floorplan.png
Pins as bars on the die edge.
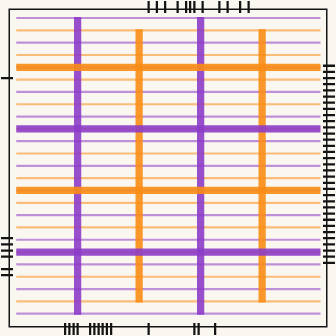
class_map.png
The bar under the picture is 20 um long.
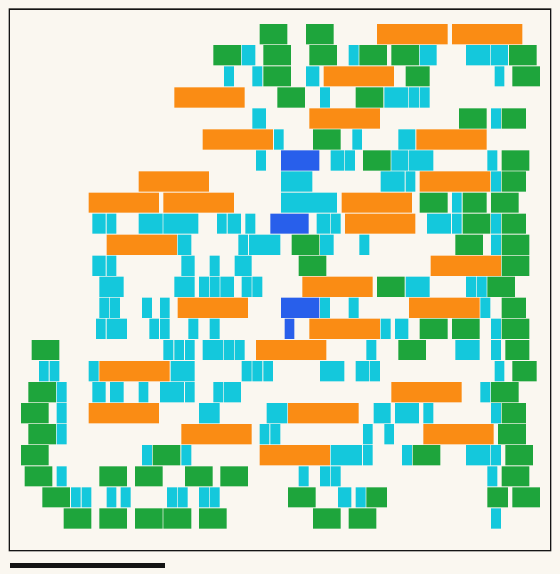
clock_wires.png
The bar under the picture is 20 um long.
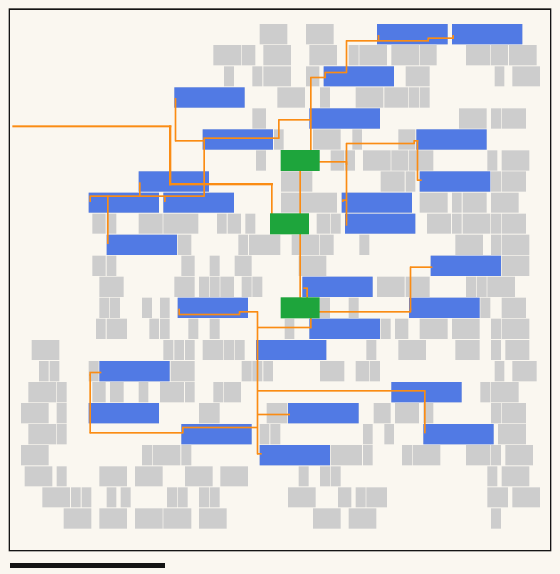
layers.png
Only two layers are drawn.
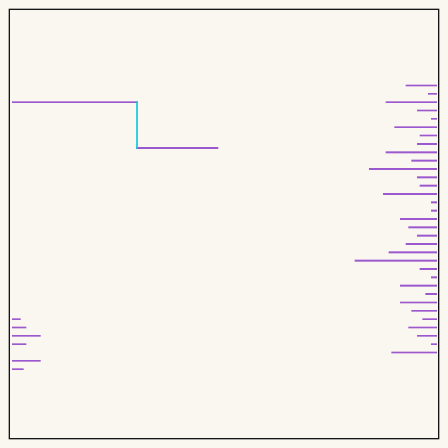
clock_nets.png
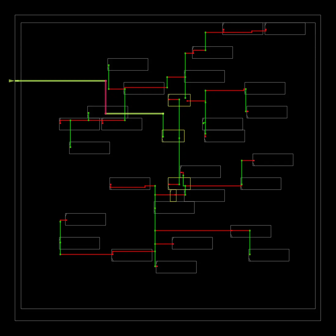
## config.mk

```make
export PLATFORM = sky130hd
export DESIGN_NAME = fetch_ctrl
export DESIGN_NICKNAME = d
export VERILOG_FILES = /design/src/rtl/fetch_ctrl.sv
export SDC_FILE = /design/constraint.sdc
export NUM_CORES = 1
export LEC_CHECK = 0
export ABC_AREA = 1
export CAP_MARGIN = 30
export CELL_PAD_IN_SITES_DETAIL_PLACEMENT = 0
export CELL_PAD_IN_SITES_GLOBAL_PLACEMENT = 1
export CORE_UTILIZATION = 31
export DETAILED_ROUTE_END_ITERATION = 16
export PLACE_DENSITY = 0.82
export SLEW_MARGIN = 25
export SYNTH_ARGS = -nofsm -noshare
export SYNTH_HDL_FRONTEND = slang
export SYNTH_SLANG_ARGS = --single-unit
```

## constraint.sdc

```tcl
create_clock -name i_clk -period 2 [get_ports i_clk]
set_input_delay 0.3 -clock i_clk [delete_from_list [all_inputs] [get_ports i_clk]]
set_output_delay 0.3 -clock i_clk [all_outputs]
set_load 0.01 [all_outputs]
```

## src/rtl/fetch_ctrl.sv

```systemverilog
// -----------------------------------------------------------------------------
// fetch_ctrl
//
// Instruction-fetch controller sitting between the program counter block and a
// variable-latency instruction memory. It reads i_pc and fetches one word over
// a req/ack handshake, retrying after a bounded wait. The word is held for
// downstream on a valid/ready handshake. When the word is accepted it strobes
// o_pc_en and decodes relative branches into o_pc_src / o_immediate.
//
// Ports
//   i_clk          clock, all state changes on the rising edge
//   i_reset        asynchronous active-high reset
//   i_pc           current program counter
//   o_mem_req      memory read request (high in REQ)
//   o_mem_addr     read address; follows i_pc combinationally in REQ, else 0
//   i_mem_ack      read data valid this cycle (ignored outside REQ)
//   i_mem_rdata    read data
//   o_instr        fetched instruction register
//   o_instr_valid  o_instr is valid (high in HOLD)
//   i_instr_ready  downstream accepts o_instr (ignored outside HOLD)
//   i_zero_flag    condition for the conditional branch
//   o_immediate    branch offset to the pc block
//   o_pc_src       1 = pc takes PC + immediate, 0 = PC + 1
//   o_pc_en        one-cycle pc update strobe per accepted instruction
//   o_fetch_err    sticky memory-timeout flag, cleared only by reset
// -----------------------------------------------------------------------------
module fetch_ctrl #(
    parameter int AW      = 8,
    parameter int IW      = 16,
    parameter int TIMEOUT = 16
) (
    input  logic          i_clk,
    input  logic          i_reset,
    input  logic [AW-1:0] i_pc,
    output logic          o_mem_req,
    output logic [AW-1:0] o_mem_addr,
    input  logic          i_mem_ack,
    input  logic [IW-1:0] i_mem_rdata,
    output logic [IW-1:0] o_instr,
    output logic          o_instr_valid,
    input  logic          i_instr_ready,
    input  logic          i_zero_flag,
    output logic [AW-1:0] o_immediate,
    output logic          o_pc_src,
    output logic          o_pc_en,
    output logic          o_fetch_err
);

    typedef enum logic [1:0] {
        S_IDLE  = 2'd0,
        S_REQ   = 2'd1,
        S_RETRY = 2'd2,
        S_HOLD  = 2'd3
    } state_t;

    localparam logic [3:0] OP_BR = 4'hB;
    localparam logic [3:0] OP_BZ = 4'hC;

    // The counter value seen during the TIMEOUT-th waiting cycle; giving up on
    // that cycle means exactly TIMEOUT request cycles go unanswered.
    localparam logic [7:0] LAST_WAIT = 8'(TIMEOUT - 1);

    state_t        r_state;
    state_t        w_state_next;
    logic [7:0]    r_wait_cnt;
    logic [7:0]    w_wait_cnt_next;
    logic [IW-1:0] r_instr;
    logic [IW-1:0] w_instr_next;
    logic          r_fetch_err;
    logic          w_fetch_err_next;

    logic [3:0]    w_opcode;
    logic [AW-1:0] w_offset;

    assign w_opcode = r_instr[IW-1:IW-4];
    assign w_offset = r_instr[AW-1:0];

    always_ff @(posedge i_clk or posedge i_reset) begin
        if (i_reset) begin
            r_state     <= S_IDLE;
            r_wait_cnt  <= '0;
            r_instr     <= '0;
            r_fetch_err <= 1'b0;
        end else begin
            r_state     <= w_state_next;
            r_wait_cnt  <= w_wait_cnt_next;
            r_instr     <= w_instr_next;
            r_fetch_err <= w_fetch_err_next;
        end
    end

    always_comb begin
        w_state_next     = r_state;
        w_wait_cnt_next  = r_wait_cnt;
        w_instr_next     = r_instr;
        w_fetch_err_next = r_fetch_err;
        o_mem_req        = 1'b0;
        o_mem_addr       = '0;
        o_instr_valid    = 1'b0;
        o_pc_en          = 1'b0;
        o_pc_src         = 1'b0;
        o_immediate      = '0;

        case (r_state)
            S_IDLE: begin
                w_state_next = S_REQ;
            end
            S_REQ: begin
                o_mem_req  = 1'b1;
                o_mem_addr = i_pc;
                // Ack is tested first so an ack on the last allowed cycle
                // still captures data and raises no error.
                if (i_mem_ack) begin
                    w_instr_next    = i_mem_rdata;
                    w_wait_cnt_next = '0;
                    w_state_next    = S_HOLD;
                end else if (r_wait_cnt == LAST_WAIT) begin
                    w_fetch_err_next = 1'b1;
                    w_wait_cnt_next  = '0;
                    w_state_next     = S_RETRY;
                end else begin
                    w_wait_cnt_next = r_wait_cnt + 8'd1;
                end
            end
            S_RETRY: begin
                // One dead cycle with the request dropped, then re-issue the
                // same address (pc has not moved).
                w_state_next = S_REQ;
            end
            S_HOLD: begin
                o_instr_valid = 1'b1;
                if (i_instr_ready) begin
                    o_pc_en      = 1'b1;
                    w_state_next = S_REQ;
                end
            end
            default: begin
                w_state_next = S_IDLE;
            end
        endcase

        // Branch decode is only presented alongside the pc strobe so that pc
        // never sees a stray offset.
        if (o_pc_en) begin
            if (w_opcode == OP_BR) begin
                o_pc_src    = 1'b1;
                o_immediate = w_offset;
            end else if (w_opcode == OP_BZ) begin
                o_pc_src    = i_zero_flag;
                o_immediate = i_zero_flag ? w_offset : '0;
            end
        end
    end

    assign o_instr     = r_instr;
    assign o_fetch_err = r_fetch_err;

endmodule

```

==> results_dict.tcl <==
# place-and-route summary
set metrics [dict create \
    status "complete, no violations" \
    critPathLaunch "r_state[1]$_DFFE_PP0P_" \
    antennaDiodeCount 0 \
    gp_congestion 0.725 \
    slew_violations 0 \
    max_freq_mhz 529 \
    endpoint "o_mem_addr[6]" \
    cap_violations 0 \
    syn_to_final_growth_pct 51.1 \
    fp_util_pct 32.5 \
    post_cts_buffers 0 \
    grt_first_pass_wirelength_mm 5.36 \
    worst_hold_slack_ns 0.397 \
    dp_hpwl_mm 2.30 \
    cell_internal_pwr_mw 1.57 \
    reg2reg_slack_ns 0.71 \
    dp_slack_ns -0.206 \
    setup_viol 0 \
    syn-num-nets 204 \
    first_global_vias 1202 \
    layout-drive-gt1-share_pct 11.6 \
    hold_class "in2async" \
    grtUsageMet2_pct 22.0 \
    tns_ns 0 \
    path_clk_slew_ns 0.09 \
    p_comb_share_pct 54.4 \
    finalHoldViolCount 0 \
    post-route-period-util_pct 94.6 \
    fp-row-count 24 \
    dr_total_vias 1281 \
    switching_power_uw 988 \
    grtUsageMet3_pct 2.62 \
    r2r-end "r_state[0]$_DFFE_PP0P_" \
    busiest_layer "met2" \
    r2r_start "r_wait_cnt[0]$_DFFE_PP0N_" \
    port-buffer-count 65 \
    worstPathArrival_ns 1.59 \
    fin_skew_ns 0.00162 \
    syn_area_um2 1420 \
    slew-limit-headroom_pct 65.5 \
    viasPerCell 4.37 \
    period_needed_ns 1.89 \
    die_area_um2 4870 \
    wl_per_cell_um 10.5 \
    ys_cells 174 \
    power_density_nw_per_um2 1190 \
    boundaryPins 66 \
    seqPwrFrac_pct 33.9 \
    detail_route.first_pass.iterations 4 \
    endpoint_kind "primary output" \
    nets 272 \
    ys_types 26 \
]
-- floorplan.png (at the start) --
- VSS: purple
- VDD: orange
- met4 straps: 4
- met1 rails: 25
- rows: 24
- signal pins: 66
CORE AREA: 4380 um^2
Die W: 69.8 um

-- class_map.png (at the start) --
- remaining buffers and delay cells: green (cells 67; share of their area 31%)
- clock drivers and dummy loads: blue (cells 4; share of their area 2.2%)
- sequential cells: orange (cells 27; share of their area 32%)
- remaining logic cells: cyan (cells 143; share of their area 34%)

-- clock_wires.png (at the start) --
- flip-flops: blue (count 27)
- clock-net drivers: green (count 3)
- clock wires: orange (length 319 um)
- routed clock nets: 4

-- layers.png (at the start) --
- M4: cyan (wire length 7.50 um)
- M3: purple (wire length 193 um)

-- clock_nets.png (at the start) --
Num CTS Buffers: 3
clk_lat worst skew: 0.26 ns
clk_buf instances: 4

[kinds of logic (layout without fill, tap and decap cells)]
family          count (synthesis)  in the layout  share of synthesized area [%]
fa+ha+maj                       1              1                          0.879
simple gates                   87             87                           27.2
buf+inv                        33            100                           10.9
flops                          27             27                           47.5
xor+xnor                        2              2                           1.23
compound gates                 24             24                           12.3
[registers in the layout (all words and copies together) (netlist names)]
register / cells
r_wait_cnt: 8
o_fetch_err: 1
r_state: 2
o_instr: 16
[power groups by stage]
stage	clock (mW)	sequential (mW)	combinational [mW]
finish	0.302	0.867	1.39
global route	0.331	0.898	1.54
CTS	0.316	0.869	1.42
detailed placement	0	0.882	1.43
global placement	0	0.871	1.43
floorplan	0	0.942	0.699
[cells in the final DEF, fill, tap and decap left out]
master / synthesis / final
nand4_1: 1 / 1
clkdlybuf4s50_1: 0 / 56
a21oi_1: 3 / 3
buf_4: 1 / 2
o21bai_1: 3 / 3
nand3_1: 9 / 9
clkbuf_8: 0 / 3
xor2_1: 2 / 2
a21oi_2: 10 / 10
a22o_1: 1 / 1
nand2_8: 1 / 1
clkbuf_1: 0 / 1
inv_8: 1 / 1
dlygate4sd2_1: 0 / 9
nand2_4: 1 / 1
nor2_2: 5 / 5
inv_1: 26 / 26
a21o_1: 1 / 1
o21ai_2: 1 / 1
nand3b_1: 1 / 1
nor2_1: 31 / 31
o21ai_0: 5 / 5
ha_1: 1 / 1
nand2_2: 0 / 1
inv_2: 2 / 2
nand2_1: 37 / 36
nor2_4: 1 / 1
dfrtp_1: 27 / 27
[stage by stage]
stage | utilization (%) | instances | power [mW] | cell area (um^2)
floorplan | - | 174 | 1.64 | 1420
global placement | 48.3 | 289 | 2.30 | 2120
detailed placement | 48.3 | 289 | 2.31 | 2120
CTS | 49.1 | 293 | 2.61 | 2150
global route | 49.1 | 293 | 2.77 | 2150
finish | 49.1 | 293 | 2.56 | 2150
[cell type report]
cell class	instances	area (um^2)
fill	440	2230
sequential	27	676
timing repair buffer	67	654
multi-input combinational	114	596
inverter	29	116
tap	52	65.1
clock buffer	4	45.0
[repair_timing]
action	in CTS	in global routing
resized	10	0
setup endpoints to repair	9	0
hold buffers	0	0
[worst max-delay path: stages, from the launching register on]
cell and delay, ns:
dfrtp_1 0.41, inv_2 0.07, nand2_4 0.15, nor2_1 0.14, clkdlybuf4s50_1 0.55
[layer usage]
layer | routed length, um | vias up | part of all wire, %
li1 | - | 667 | -
met1 | 1460 | 572 | 48
met2 | 1410 | 40 | 46
met3 | 193 | 2 | 6.3
met4 | 7 | 0 | 0.23
met5 | 0 | - | 0
[Yosys cell counts, drive strengths merged]
cell type	instances	share of area, %
nor2	37	11
a21o	1	0.53
xor2	2	1.2
nand3	9	3.2
dfrtp	27	47
inv	29	8.2
nand3b	1	0.53
o21bai	3	1.6
nand4	1	0.44
nand2	39	12
o21ai	6	2.4
buf	4	2.7
a22o	1	0.62
a21oi	13	7.2
ha	1	0.88
No activity file was given, so power comes from the tool's default toggle rates.
